### Nets reached from selected ports, run 1

(8 px per um)
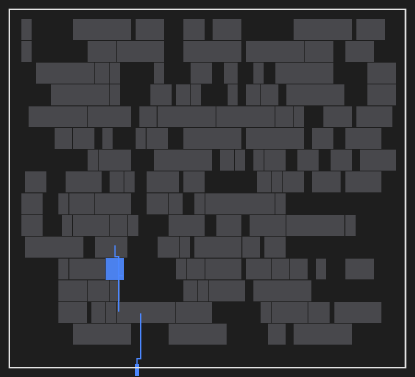
### Routing congestion, run 1

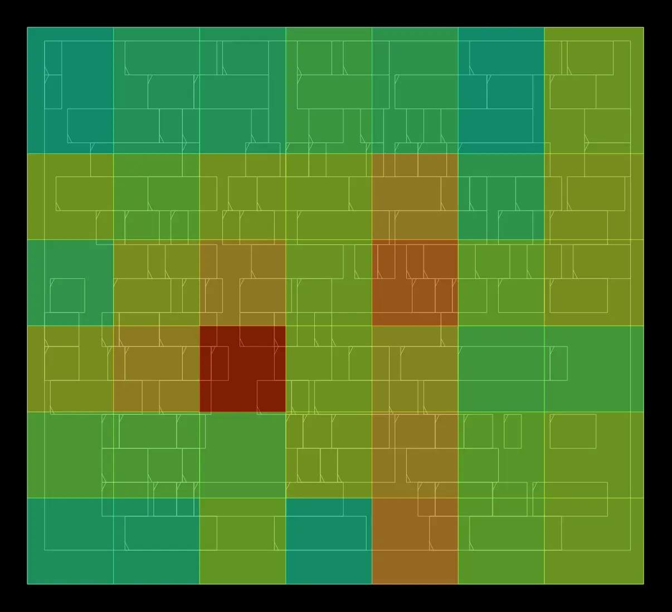
### Pin placement, run 1

(6 px per um) Pins as bars across the die edge, other pins in gray.
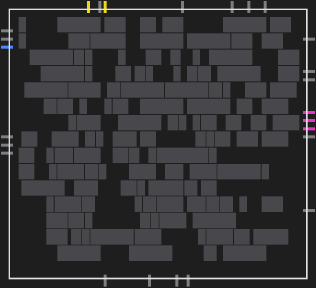
### Metal layers overlaid, run 1

(8 px per um)
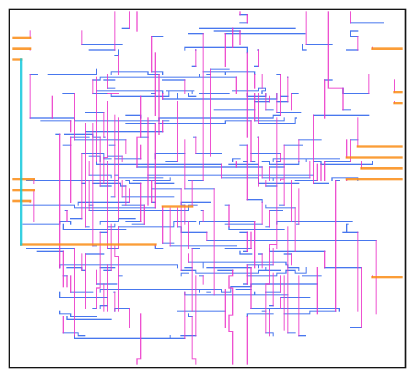
<file path="src/rtl/pe_au_sequencer.sv">
// pe_au_sequencer: control sequencer for one PE_AU DSP48E2 multiply-accumulate slice.
// Accepts a command (seed mode + term count), requests n operand pairs from the
// upstream feeder on consecutive cycles, and pulses CREG_en when a command is accepted
// with the C seed. It drives per-term OPMODE codes that line up with the DSP's
// ABREG/MREG/OPMODEREG/PREG stages, and flags the cycle in which RES_dout holds the
// final sum. Afterwards P is held until the next command.
//
// Ports:
//   clock_i          clock
//   reset_n_i        synchronous active-low reset
//   start_i          command request, accepted only while ready_o=1
//   mode_i[1:0]      seed select: 00 C, 01 zero, 10 PCIN, 11 P>>17
//   n_terms_i        number of products to accumulate (0 ignored, >N_MAX saturates)
//   ready_o/busy_o   idle / not idle
//   operand_valid_o  upstream presents A_din/B_din this cycle
//   term_idx_o       index of the operand requested this cycle
//   CREG_en_o        to PE_AU CREG_en_i (combinational, accept cycle only)
//   OPMODE_o[8:0]    to PE_AU OPMODE_i
//   res_valid_o      one-cycle pulse: RES_dout holds the final sum
module pe_au_sequencer #(
    parameter int unsigned ABREG = 1,
    parameter int unsigned MREG  = 1,
    parameter int unsigned N_MAX = 5,
    parameter int unsigned CNT_W = 3
) (
    input  logic             clock_i,
    input  logic             reset_n_i,
    input  logic             start_i,
    input  logic [1:0]       mode_i,
    input  logic [CNT_W-1:0] n_terms_i,
    output logic             ready_o,
    output logic             busy_o,
    output logic             operand_valid_o,
    output logic [CNT_W-1:0] term_idx_o,
    output logic             CREG_en_o,
    output logic [8:0]       OPMODE_o,
    output logic             res_valid_o
);

    // ABREG+MREG must be at least 1; DLY aligns OPMODE_o with the M register output.
    localparam int unsigned DLY = (ABREG + MREG > 0) ? (ABREG + MREG - 1) : 0;
    localparam int unsigned LAT = ABREG + MREG + 1;
    localparam int unsigned DW  = (LAT > 2) ? $clog2(LAT) : 1;

    localparam logic [8:0] OP_SEED_C     = 9'h185;
    localparam logic [8:0] OP_SEED_ZERO  = 9'h005;
    localparam logic [8:0] OP_SEED_PCIN  = 9'h015;
    localparam logic [8:0] OP_SEED_SHIFT = 9'h065;
    localparam logic [8:0] OP_MAC        = 9'h025;
    localparam logic [8:0] OP_HOLD       = 9'h020;

    typedef enum logic [1:0] {
        ST_IDLE  = 2'd0,
        ST_ISSUE = 2'd1,
        ST_DRAIN = 2'd2
    } state_t;

    state_t           state_q, state_nxt;
    logic [CNT_W-1:0] idx_q, idx_nxt;
    logic [CNT_W-1:0] n_q, n_nxt;
    logic [1:0]       mode_q, mode_nxt;
    logic [DW-1:0]    dcnt_q, dcnt_nxt;
    logic             accept;
    logic             valid_nxt;
    logic             first_nxt;
    logic             term_v;
    logic             term_f;
    logic [1:0]       seed_mode;
    logic [8:0]       seed_code;
    logic [8:0]       opmode_nxt;

    // State and command registers
    always_ff @(posedge clock_i) begin
        if (!reset_n_i) begin
            state_q <= ST_IDLE;
            idx_q   <= '0;
            n_q     <= '0;
            mode_q  <= 2'b00;
            dcnt_q  <= '0;
        end else begin
            state_q <= state_nxt;
            idx_q   <= idx_nxt;
            n_q     <= n_nxt;
            mode_q  <= mode_nxt;
            dcnt_q  <= dcnt_nxt;
        end
    end

    // Next-state logic: IDLE -> ISSUE (n terms) -> DRAIN (LAT cycles) -> IDLE
    always_comb begin
        state_nxt = state_q;
        idx_nxt   = idx_q;
        n_nxt     = n_q;
        mode_nxt  = mode_q;
        dcnt_nxt  = dcnt_q;
        accept    = 1'b0;
        unique case (state_q)
            ST_IDLE: begin
                if (reset_n_i && start_i && (n_terms_i != '0)) begin
                    accept    = 1'b1;
                    n_nxt     = (n_terms_i > CNT_W'(N_MAX)) ? CNT_W'(N_MAX) : n_terms_i;
                    mode_nxt  = mode_i;
                    idx_nxt   = '0;
                    state_nxt = ST_ISSUE;
                end
            end
            ST_ISSUE: begin
                if (idx_q == n_q - CNT_W'(1)) begin
                    idx_nxt   = '0;
                    dcnt_nxt  = '0;
                    state_nxt = ST_DRAIN;
                end else begin
                    idx_nxt = idx_q + CNT_W'(1);
                end
            end
            ST_DRAIN: begin
                if (dcnt_q == DW'(LAT - 1)) begin
                    state_nxt = ST_IDLE;
                end else begin
                    dcnt_nxt = dcnt_q + DW'(1);
                end
            end
            default: state_nxt = ST_IDLE;
        endcase
        valid_nxt = (state_nxt == ST_ISSUE);
        first_nxt = accept;
    end

    // Delay the next-cycle valid/first pair by DLY so the registered OPMODE_o
    // lands in OPMODEREG together with the product leaving the M register.
    generate
        if (DLY == 0) begin : g_nodly
            assign term_v = valid_nxt;
            assign term_f = first_nxt;
        end else begin : g_dly
            logic [DLY-1:0] v_sr;
            logic [DLY-1:0] f_sr;
            always_ff @(posedge clock_i) begin
                if (!reset_n_i) begin
                    v_sr <= '0;
                    f_sr <= '0;
                end else begin
                    v_sr <= DLY'({v_sr, valid_nxt});
                    f_sr <= DLY'({f_sr, first_nxt});
                end
            end
            assign term_v = v_sr[DLY-1];
            assign term_f = f_sr[DLY-1];
        end
    endgenerate

    // Seed mode comes straight from the command when the seed opcode is issued in the
    // accept cycle's successor (DLY=0), otherwise from the latched copy.
    always_comb begin
        seed_mode = (DLY == 0) ? mode_i : mode_q;
        unique case (seed_mode)
            2'b00:   seed_code = OP_SEED_C;
            2'b01:   seed_code = OP_SEED_ZERO;
            2'b10:   seed_code = OP_SEED_PCIN;
            default: seed_code = OP_SEED_SHIFT;
        endcase
        opmode_nxt = OP_HOLD;
        if (term_v) begin
            opmode_nxt = term_f ? seed_code : OP_MAC;
        end
    end

    // OPMODE register; reset value 000 forces P=0 in the slice
    always_ff @(posedge clock_i) begin
        if (!reset_n_i) begin
            OPMODE_o <= 9'h000;
        end else begin
            OPMODE_o <= opmode_nxt;
        end
    end

    // Status outputs decoded from the state/counter flops
    assign ready_o         = (state_q == ST_IDLE);
    assign busy_o          = ~ready_o;
    assign operand_valid_o = (state_q == ST_ISSUE);
    assign term_idx_o      = idx_q;
    assign res_valid_o     = (state_q == ST_DRAIN) && (dcnt_q == DW'(LAT - 1));
    // C_din is valid in the accept cycle, so the enable cannot wait a cycle
    assign CREG_en_o       = accept && (mode_i == 2'b00);

endmodule

</file>
<file path="config.mk">
export PLATFORM = sky130hd
export DESIGN_NAME = pe_au_sequencer
export DESIGN_NICKNAME = d
export VERILOG_FILES = /design/src/rtl/pe_au_sequencer.sv
export SDC_FILE = /design/constraint.sdc
export NUM_CORES = 1
export LEC_CHECK = 0
export CORE_ASPECT_RATIO = 0.9
export CORE_UTILIZATION = 47
export CTS_CLUSTER_DIAMETER = 150
export CTS_CLUSTER_SIZE = 16
export DETAILED_ROUTE_END_ITERATION = 16
export PLACE_DENSITY_LB_ADDON = 0.15
export SETUP_SLACK_MARGIN = 0.1
export SKIP_CTS_REPAIR_TIMING = 1
export SYNTH_ARGS = -nofsm -noshare
export SYNTH_HDL_FRONTEND = slang
export SYNTH_SLANG_ARGS = --single-unit
</file>
<file path="constraint.sdc">
create_clock -name clock_i -period 2.25 [get_ports clock_i]
set_input_delay 0.5625 -clock clock_i [delete_from_list [all_inputs] [get_ports clock_i]]
set_output_delay 0.5625 -clock clock_i [all_outputs]
set_load 0.05 [all_outputs]
</file>
==> impl_metrics.ini, run 1 <==
; implementation run metrics
[outcome]
status = finished, final reports clean

[power]
total_power_mw = 0.674
max-vdd-ir-drop_v = 0.000317
p_leak_nw = 0.611
powerDensity_mw_per_mm2 = 527

[worst_setup_path]
cp_top_family = buffers and inverters
reg2reg_depth = 6
cp_cell_sequence = clkdlybuf4s50_1
worstPathRequired_ns = 1.69
reg2reg_to = dcnt_q[1]$_SDFFE_PN0P_
crit_path_start_kind = flop
worst-path-buf-inv = 1
crit_path_end_kind = primary output
r2r_slack_ns = 0.50
rr_startpoint = n_q[0]$_SDFFE_PN0P_
arrival_ns = 1.50
slowest_delay_ns = 0.82
path_class = flop to primary output
crit_fanout = 4
slowest_stage = clkdlybuf4s50_1

[sta]
period_needed_ns = 2.07
rsz0062_at_grt = false
worst_pin_slew_ns = 0.510
hold_violations = 0
period_used_pct = 91.9
drv_slew = 0
maxSlewHeadroom_pct = 65.9
max_freq_mhz = 484
setup-violations-final = 0
skew_ns = 0.00308

[layout]
area_delta_synth_final_pct = 34.8
drive_gt1_share_pct = 20.9
nets = 145
diodes = 0
stdcell_area_mm2 = 0.00128

[yosys]
synth_flops = 19
synthFlopType = dfxtp_1
syn-cell-area_um2 = 948
synth_cell_types = 33
synthArstFlopShare_pct = 0
yosysCellCount = 101
yosys.area.top_type_share_pct = 40.1
synth_seq_share_pct = 40.1
top_area_cell = dfxtp_1
top_cells_by_area = dfxtp_1, ha_1, nand2_1
avgSynthCellArea_um2 = 9.39
yosysWarningCount = 0
syn_inst = 101
synth.cells.most_frequent = dfxtp_1, nand2_1, inv_1
edf_count = 0
synth.most_common_cell = dfxtp_1
ys_area_um2 = 948

[drt]
vias_per_cell = 4.99
first_iter_violations = 12
firstDrtPassIters = 4
ant_nets = 0
drcViolationCount = 0

[floorplan]
dieHeight_um = 44.6
fp-row-count = 15
io-pin-count = 25
core_area_mm2 = 0.00191
dieArea_mm2 = 0.00220
fp-utilization_pct = 49.5
chipWidth_um = 49.4

[global_routing]
grt_max_degree = 15
grt_pass1_wl_um = 2950
grt_pass1_vias = 684
gr-total-overflow = 0
antenna_found_initial = 0

[cts]
clk_path_buf_depth = 2
htreeDepth = 1
cts_sinks = 19
clock_latency_ns = 0.30
cts_tree = done
cts_root_buf = clkbuf_4
cts.clk_slew.worst_paths_ns = 0.11
cts_made_buffers = 3

[placed_design]
dp_hpwl_um = 1370
place_area_mm2 = 0.00123
gp_congestion = 0.796
portBuffers = 22

[worst_hold_path]
hold_path_end = OPMODE_o[5]$_SDFF_PN0_
holdPathStages = 1
min-delay-start = g_dly.f_sr$_SDFF_PN0_
hp-class = flop to flop

[run]
warning_count = 29
max_cap_violations = 0
Notes on 'Nets reached from selected ports' above:
res_valid_o -> blue  # bits 1, direction output, edge bottom, end cells 1, buffers 1, wire 15.8 um

Notes on 'Routing congestion' above:
M1 GR Usage: 23.1%
met2 Usage GRT: 29.9%
DR WL/cell: 11.4 um
fin util: 66.8%
total track usage: 18.3%

Notes on 'Pin placement' above:
clock_i -> blue  # pins 1, direction input, edge left
n_terms_i -> magenta  # pins 3, direction input, edge right
mode_i -> yellow  # pins 2, direction input, edge top
all pins by edge = 8 right, 7 top, 6 left, 4 bottom

Notes on 'Metal layers overlaid' above:
M2 -> magenta  # wire length 777 um
M4 -> cyan  # wire length 23.1 um
M1 -> blue  # wire length 886 um
M3 -> orange  # wire length 65.9 um
final WL: 1750 um
via count: 769

[run 1: through the flow]
| stage | TNS (ns) | setup slack [ns] | std cells | hold slack (ns) |
|---|---|---|---|---|
| finish | 0 | 0.183 | 154 | 0.464 |
| global route | 0 | 0.121 | 154 | 0.499 |
| CTS | -0.0345 | -0.0345 | 153 | 0.464 |
| detailed placement | -0.0260 | -0.0260 | 149 | 0.446 |
| global placement | -0.0213 | -0.0213 | 149 | 0.442 |
| floorplan | 0 | 0.289 | 102 | 0.431 |
[run 1: worst register-to-register path: cells and delay by family, from the launching register on]
| kind | cells | cell delay [ns] |
|---|---|---|
| flip-flops | 1 | 0.39 |
| buffers and inverters | 1 | 0.08 |
| AND/OR/NAND/NOR | 1 | 0.41 |
| XOR/XNOR | 1 | 0.19 |
| multiplexers | 1 | 0.13 |
| adder cells (fa/ha/maj) | 1 | 0.32 |
| AND-OR/OR-AND | 1 | 0.14 |
[run 1: state kept, by name (all words and copies together) (netlist names)]
name        count
dcnt_q          2
OPMODE_o        5
term_idx_o      3
g_dly.v_sr      1
mode_q          2
state_q         2
n_q             3
g_dly.f_sr      1
[run 1: power by group]
part / internal [mW] / switching, mW / leakage [nW]
logic: 0.0595 / 0.0858 / 0.438
clock network: 0.0662 / 0.106 / 0.0177
registers: 0.348 / 0.00896 / 0.155
total: 0.473 / 0.201 / 0.611
[run 1: worst max path at each step]
stage                     slack [ns]  depth (start not counted)             to                       start
after global routing            0.12                          1  term_idx_o[2]  term_idx_o[2]$_SDFFE_PN0P_
after floorplan                 0.29                          4      CREG_en_o       state_q[1]$_SDFF_PN0_
after detailed placement       -0.03                          5      CREG_en_o                   reset_n_i
after global placement         -0.02                          5      CREG_en_o                   reset_n_i
final                           0.18                          1  term_idx_o[2]  term_idx_o[2]$_SDFFE_PN0P_
after CTS                      -0.03                          5      CREG_en_o                   reset_n_i
[run 1: layer usage]
metal	up-vias	GRT usage, %	wire [um]
met5	-	0	0
met2	16	29.9	777
met3	2	3.09	65
met4	0	10.6	23
met1	356	23.1	885
li1	395	-	-
[run 1: final cells by class]
cell class,count,area [um^2]
fillers,166,636
repair buffers,28,295
well taps,25,31.3
clock inverters,1,5.00
flip-flops and latches,19,380
multi-input cells,69,510
inverters,9,33.8
clock buffers,3,22.5
[run 1: kinds of logic (layout without fill, tap and decap cells)]
kind of cell / after synthesis / count (layout) / share of synthesized area [%]
simple gates: 36 / 36 / 19.1
flops: 19 / 19 / 40.1
compound gates: 17 / 17 / 13.1
buf+inv: 14 / 41 / 7.92
fa+ha+maj: 7 / 7 / 9.23
xor+xnor: 4 / 4 / 6.86
mux: 3 / 3 / 3.30
other cells: 1 / 2 / 0.395
[run 1: cells in the final DEF (no fill, tap or decap), types with 2 or more instances in the layout]
cell             Yosys  final
mux2i_1              2      2
nand2b_1             2      2
and3_1               2      2
a211oi_1             2      2
clkdlybuf4s50_1      0     10
dfxtp_1             19     19
a21oi_1              5      5
buf_4                4      9
o22ai_1              3      3
xor2_2               2      2
clkbuf_4             0      3
conb_1               1      2
and2_1               2      2
ha_1                 7      6
nand3_1              3      3
dlymetal6s2s_1       0      7
inv_1                8      8
nor2_1               2      2
nand2_1             17     17
buf_12               0      2
nand3b_1             3      3
### Register map, names as in the netlist, run 1

(6 px per um)
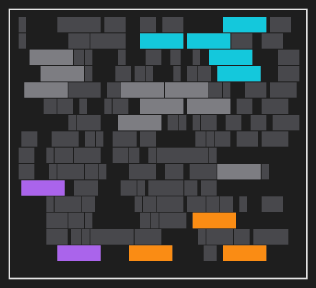

==> run 2: changes to the inputs <==
- CORE_UTILIZATION: 47 -> 42
- GPL_TIMING_DRIVEN: unset -> 0
- clock period: 2.25 -> 1.8 ns (I/O delays scaled with it)
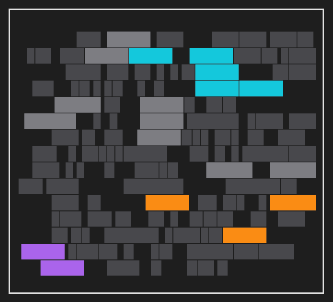
*Register map, names as in the netlist, run 2*
(6 px per um)
term_idx_o -> orange  # sequential cells 3
dcnt_q -> purple  # sequential cells 2
OPMODE_o -> cyan  # sequential cells 5
Seq/total area: 28.5%
Register Area: 389 um^2
fin util: 67.4%

==> impl_metrics.ini, run 2 <==
; implementation run metrics
[drt]
finalWirelength_um = 2110
vias_per_cell = 5.06
vias = 790
drcViolationCount = 0
ant_nets = 0

[worst_setup_path]
path_class = flop to primary output
worst-path-buf-inv = 2
worstPathRequired_ns = 1.35
crit_fanout = 8
cp_top_family = flip-flops
crit_path_end_kind = primary output
slowest_stage = dfxtp_4
reg2reg_depth = 6
slowest_delay_ns = 0.37
arrival_ns = 1.33
rr_startpoint = n_q[0]$_SDFFE_PN0P_
reg2reg_to = dcnt_q[1]$_SDFFE_PN0P_
r2r_slack_ns = 0.11
cp_cell_sequence = inv_2, ha_4, nand2_8, nor3_4, buf_6
crit_path_start_kind = flop

[layout]
layout_top_cell = nand2_1
nets = 147
diodes = 0
regMostFlops = OPMODE_o
area_delta_synth_final_pct = 44.1
drive_gt1_share_pct = 32.8
largest_register_ffs = 5
mostFrequentLayoutCells = nand2_1, dfxtp_1, dlymetal6s2s_1
instances_no_fill = 156
stdcell_area_mm2 = 0.00137

[sta]
maxSlewHeadroom_pct = 66.6
rsz0062_at_grt = true
worst_pin_slew_ns = 0.501
hold_violations = 0
setup-violations-final = 0
fin_ws_ns = 0.0186
fin_tns_setup_ns = 0
period_used_pct = 99.0
drv_slew = 0

[placed_design]
place_inst = 149
gp_congestion = 0.840
portBuffers = 22
place_area_mm2 = 0.00123
dp_hpwl_um = 1380

[cts]
cts_made_buffers = 3
cts_sinks = 19
cts_tree = done
clock_latency_ns = 0.30
cts_root_buf = clkbuf_4
clk_path_buf_depth = 2
htreeDepth = 1

[worst_hold_path]
min-delay-start = n_q[1]$_SDFFE_PN0P_
holdPathStages = 2
hp-class = flop to flop

[yosys]
synth_cell_types = 33
yosysCellCount = 101
top_area_cell = dfxtp_1
yosysWarningCount = 0
syn_inst = 101
synth_flops = 19
synth_seq_share_pct = 40.1
synth.cells.most_frequent = dfxtp_1, nand2_1, inv_1
avgSynthCellArea_um2 = 9.39
synth.most_common_cell = dfxtp_1
synthFlopType = dfxtp_1
yosys.area.top_type_share_pct = 40.1
ys_area_um2 = 948

[outcome]
status = finished, final reports clean

[global_routing]
grt_pass1_vias = 670
grt_pass1_wl_um = 2850
antenna_found_initial = 0
grt_max_degree = 11
gr-total-overflow = 0

[power]
max-vdd-ir-drop_v = 0.000485
p_leak_nw = 0.727

[run]
warning_count = 31
max_cap_violations = 0

[floorplan]
dieArea_mm2 = 0.00245
fp-utilization_pct = 46.8
io-pin-count = 25
chipWidth_um = 52.1
core_area_mm2 = 0.00203
dieHeight_um = 47.1
fp-row-count = 15
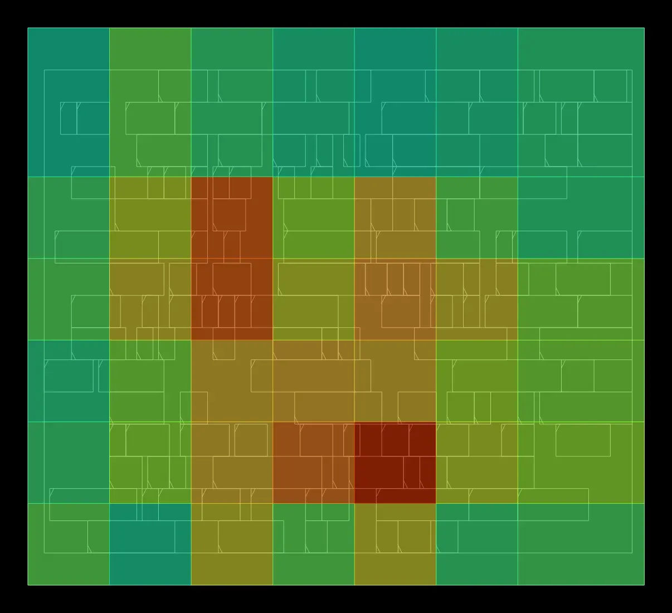
*Routing congestion, run 2*
total track usage: 16.5%
met2 Usage GRT: 26.9%
met3 Usage GRT: 7.12%
GR peak layer: met2
DR WL/cell: 13.5 um

run 2: layer usage:
layer,wire (um),global-route usage (%),vias up
met4,39,3.24,0
met1,984,20.7,362
met3,132,7.12,5
li1,-,-,400
met5,0,0,-
met2,954,26.9,23
run 2: cell families (layout without fill, tap and decap cells):
kind of cell	after synthesis	in the layout	synth area share, %
buffers and inverters	14	43	7.92
muxes	3	3	3.30
adders and majority gates	7	7	9.23
and+or+nand+nor	36	36	19.1
AOI/OAI and AO/OA	17	17	13.1
other	1	2	0.395
xor gates and xnor gates	4	4	6.86
DFF	19	19	40.1
run 2: worst reg2reg max path: cells and delay by family (launching register included):
| family | cells | cell delay (ns) |
|---|---|---|
| and+or+nand+nor | 1 | 0.43 |
| xor gates and xnor gates | 1 | 0.19 |
| AOI/OAI and AO/OA | 1 | 0.14 |
| buffers and inverters | 1 | 0.06 |
| muxes | 1 | 0.13 |
| DFF | 1 | 0.38 |
| adders and majority gates | 1 | 0.28 |
run 2: worst max path at each step:
stage,from,endpoint,cells past startpoint
2_1_floorplan,state_q[1]$_SDFF_PN0_,CREG_en_o,4
3_3_place_gp,reset_n_i,CREG_en_o,5
3_5_place_dp,reset_n_i,CREG_en_o,5
4_1_cts,reset_n_i,CREG_en_o,5
5_1_grt,state_q[0]$_SDFF_PN0_,CREG_en_o,5
6_report,state_q[0]$_SDFF_PN0_,CREG_en_o,5
run 2: metrics by stage:
| step | hold WS (ns) | power [mW] |
|---|---|---|
| after floorplan | 0.431 | 0.585 |
| final | 0.461 | 0.880 |
| after global placement | 0.442 | 0.639 |
| after global routing | 0.479 | 0.914 |
| after detailed placement | 0.443 | 0.640 |
| after CTS | 0.461 | 0.854 |
run 2: power breakdown:
part	switching, mW	leakage, nW	internal, mW	total, mW
Clock	0.137	0.0150	0.0865	0.223
Sequential	0.0117	0.157	0.435	0.446
Combinational	0.124	0.555	0.0870	0.210
Total	0.272	0.727	0.608	0.880
run 2: final cells by class:
cell class              instances  area [um^2]
repair buffers                 25          262
inverters                       9         33.8
plain buffers                   5         41.3
fillers                       165          661
clock buffers                   4         26.3
multi-input cells              69          583
flip-flops and latches         19          389
well taps                      25         31.3
==> run 3: changes to the inputs <==
- CTS_CLUSTER_SIZE: 16 -> 8
- HOLD_SLACK_MARGIN: unset -> 0.1
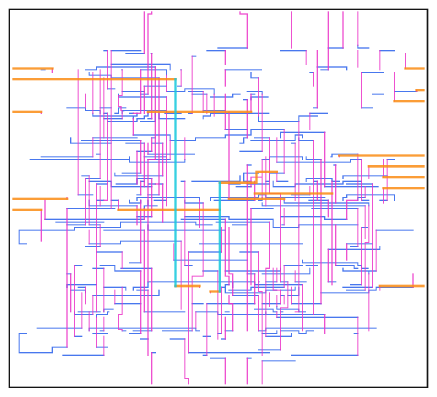
*Metal layers overlaid, run 3*
(8 px per um)
M3 -> orange  # wire length 133 um
M2 -> magenta  # wire length 955 um
M1 -> blue  # wire length 984 um
M4 -> cyan  # wire length 39.4 um

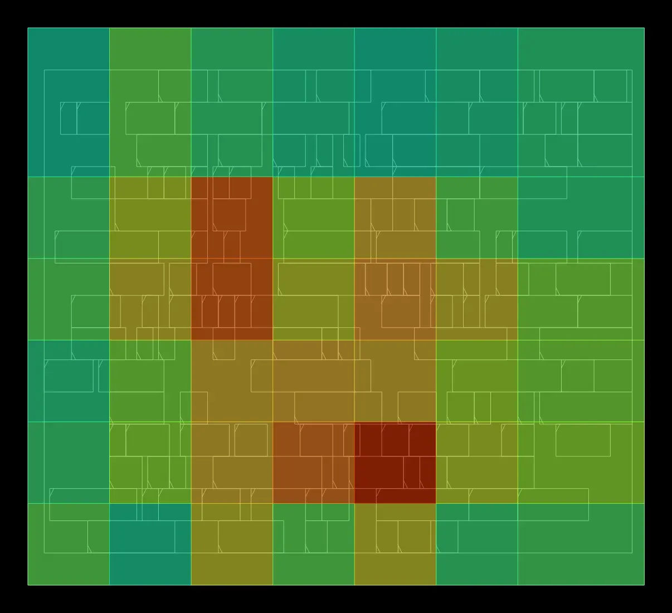
*Routing congestion, run 3*
M1 GR Usage: 20.7%

==> impl_metrics.ini, run 3 <==
; implementation run metrics
[placed_design]
post-place-ws_ns = -1.13
portBuffers = 22
gp_congestion = 0.840
dp_hpwl_um = 1380

[layout]
layout_top_cell = nand2_1
diodes = 0
largest_register_ffs = 5
regMostFlops = OPMODE_o
nets = 147
mostFrequentLayoutCells = nand2_1, dfxtp_1, dlymetal6s2s_1
drive_gt1_share_pct = 32.8
fin_util_pct = 67.4

[sta]
drv_slew = 0
rsz0062_at_grt = true
fin_ws_ns = 0.0186
setup-violations-final = 0
worst_pin_slew_ns = 0.501
period_needed_ns = 1.78
skew_ns = 0.00459

[worst_setup_path]
worstPathRequired_ns = 1.35
cp_cell_sequence = inv_2, ha_4, nand2_8, nor3_4, buf_6
r2r_slack_ns = 0.11
critPathLaunch = state_q[0]$_SDFF_PN0_
rr_startpoint = n_q[0]$_SDFFE_PN0P_
path_depth = 5
slowest_stage = dfxtp_4
reg2reg_to = dcnt_q[1]$_SDFFE_PN0P_
crit_path_start_kind = flop
crit_fanout = 8
path_class = flop to primary output
cp_top_family = flip-flops
reg2reg_depth = 6
crit_path_end_kind = primary output

[yosys]
yosysWarningCount = 0
top_cells_by_area = dfxtp_1, ha_1, nand2_1
synth_seq_share_pct = 40.1
syn_inst = 101
avgSynthCellArea_um2 = 9.39
synth_flops = 19
yosys.area.top_type_share_pct = 40.1
top_area_cell = dfxtp_1
synth.most_common_cell = dfxtp_1

[run]
warning_count = 31
max_cap_violations = 0

[cts]
clock_latency_ns = 0.30
cts_made_buffers = 3
cts_sinks = 19
cts_root_buf = clkbuf_4
htreeDepth = 1
clk_path_buf_depth = 2
cts_tree = done

[floorplan]
io-pin-count = 25
fp-utilization_pct = 46.8
chipWidth_um = 52.1
dieHeight_um = 47.1
core_area_mm2 = 0.00203

[worst_hold_path]
hold_path_end = n_q[1]$_SDFFE_PN0P_
min-delay-start = n_q[1]$_SDFFE_PN0P_

[drt]
ant_nets = 0
drcViolationCount = 0
finalWirelength_um = 2110
firstDrtPassIters = 4
vias_per_cell = 5.06
first_iter_violations = 16

[power]
powerDensity_mw_per_mm2 = 644
max-vdd-ir-drop_v = 0.000485

[outcome]
status = finished, final reports clean
[run 3: logic make-up after synthesis]
group,synth area share (%)
flip-flops,40.1
AND/OR/NAND/NOR,19.1
buffers and inverters,7.92
adder cells (fa/ha/maj),9.23
other,0.395
AND-OR/OR-AND,13.1
multiplexers,3.30
XOR/XNOR,6.86
[run 3: where the power goes]
group | total [mW] | internal [mW] | switching, mW
clock network | 0.223 | 0.0865 | 0.137
registers | 0.446 | 0.435 | 0.0117
logic | 0.210 | 0.0870 | 0.124
[run 3: worst reg2reg max path, delay by kind of cell (launching register included)]
family | cells | cell delay (ns)
adders and majority gates | 1 | 0.28
DFF | 1 | 0.38
muxes | 1 | 0.13
xor gates and xnor gates | 1 | 0.19
AOI/OAI and AO/OA | 1 | 0.14
and+or+nand+nor | 1 | 0.43
buffers and inverters | 1 | 0.06
[run 3: worst max-delay path by stage]
stage                endpoint  slack, ns
floorplan           CREG_en_o       0.08
global placement    CREG_en_o      -1.13
detailed placement  CREG_en_o      -1.13
CTS                 CREG_en_o      -1.12
global route        CREG_en_o      -0.04
finish              CREG_en_o       0.02
[run 3: routing by layer]
layer | up-vias | GRT usage (%) | part of all wire, %
li1 | 400 | - | -
met1 | 362 | 20.7 | 47
met2 | 23 | 26.9 | 45
met3 | 5 | 7.12 | 6.3
met4 | 0 | 3.24 | 1.8
met5 | - | 0 | 0
[run 3: layout make-up]
class	instances	area (um^2)
multi-input combinational	69	583
tap	25	31.3
buffer	5	41.3
sequential	19	389
timing repair buffer	25	262
inverter	9	33.8
fill	165	661
clock buffer	4	26.3
[run 3: stage by stage]
step | hold WS (ns) | setup TNS [ns] | instances
floorplan | 0.431 | 0 | 102
global placement | 0.442 | -3.47 | 149
detailed placement | 0.443 | -3.47 | 149
CTS | 0.461 | -4.59 | 153
global route | 0.479 | -0.0400 | 156
finish | 0.461 | 0 | 156
Power figures rest on the tool's default switching activity, not on a simulated workload.
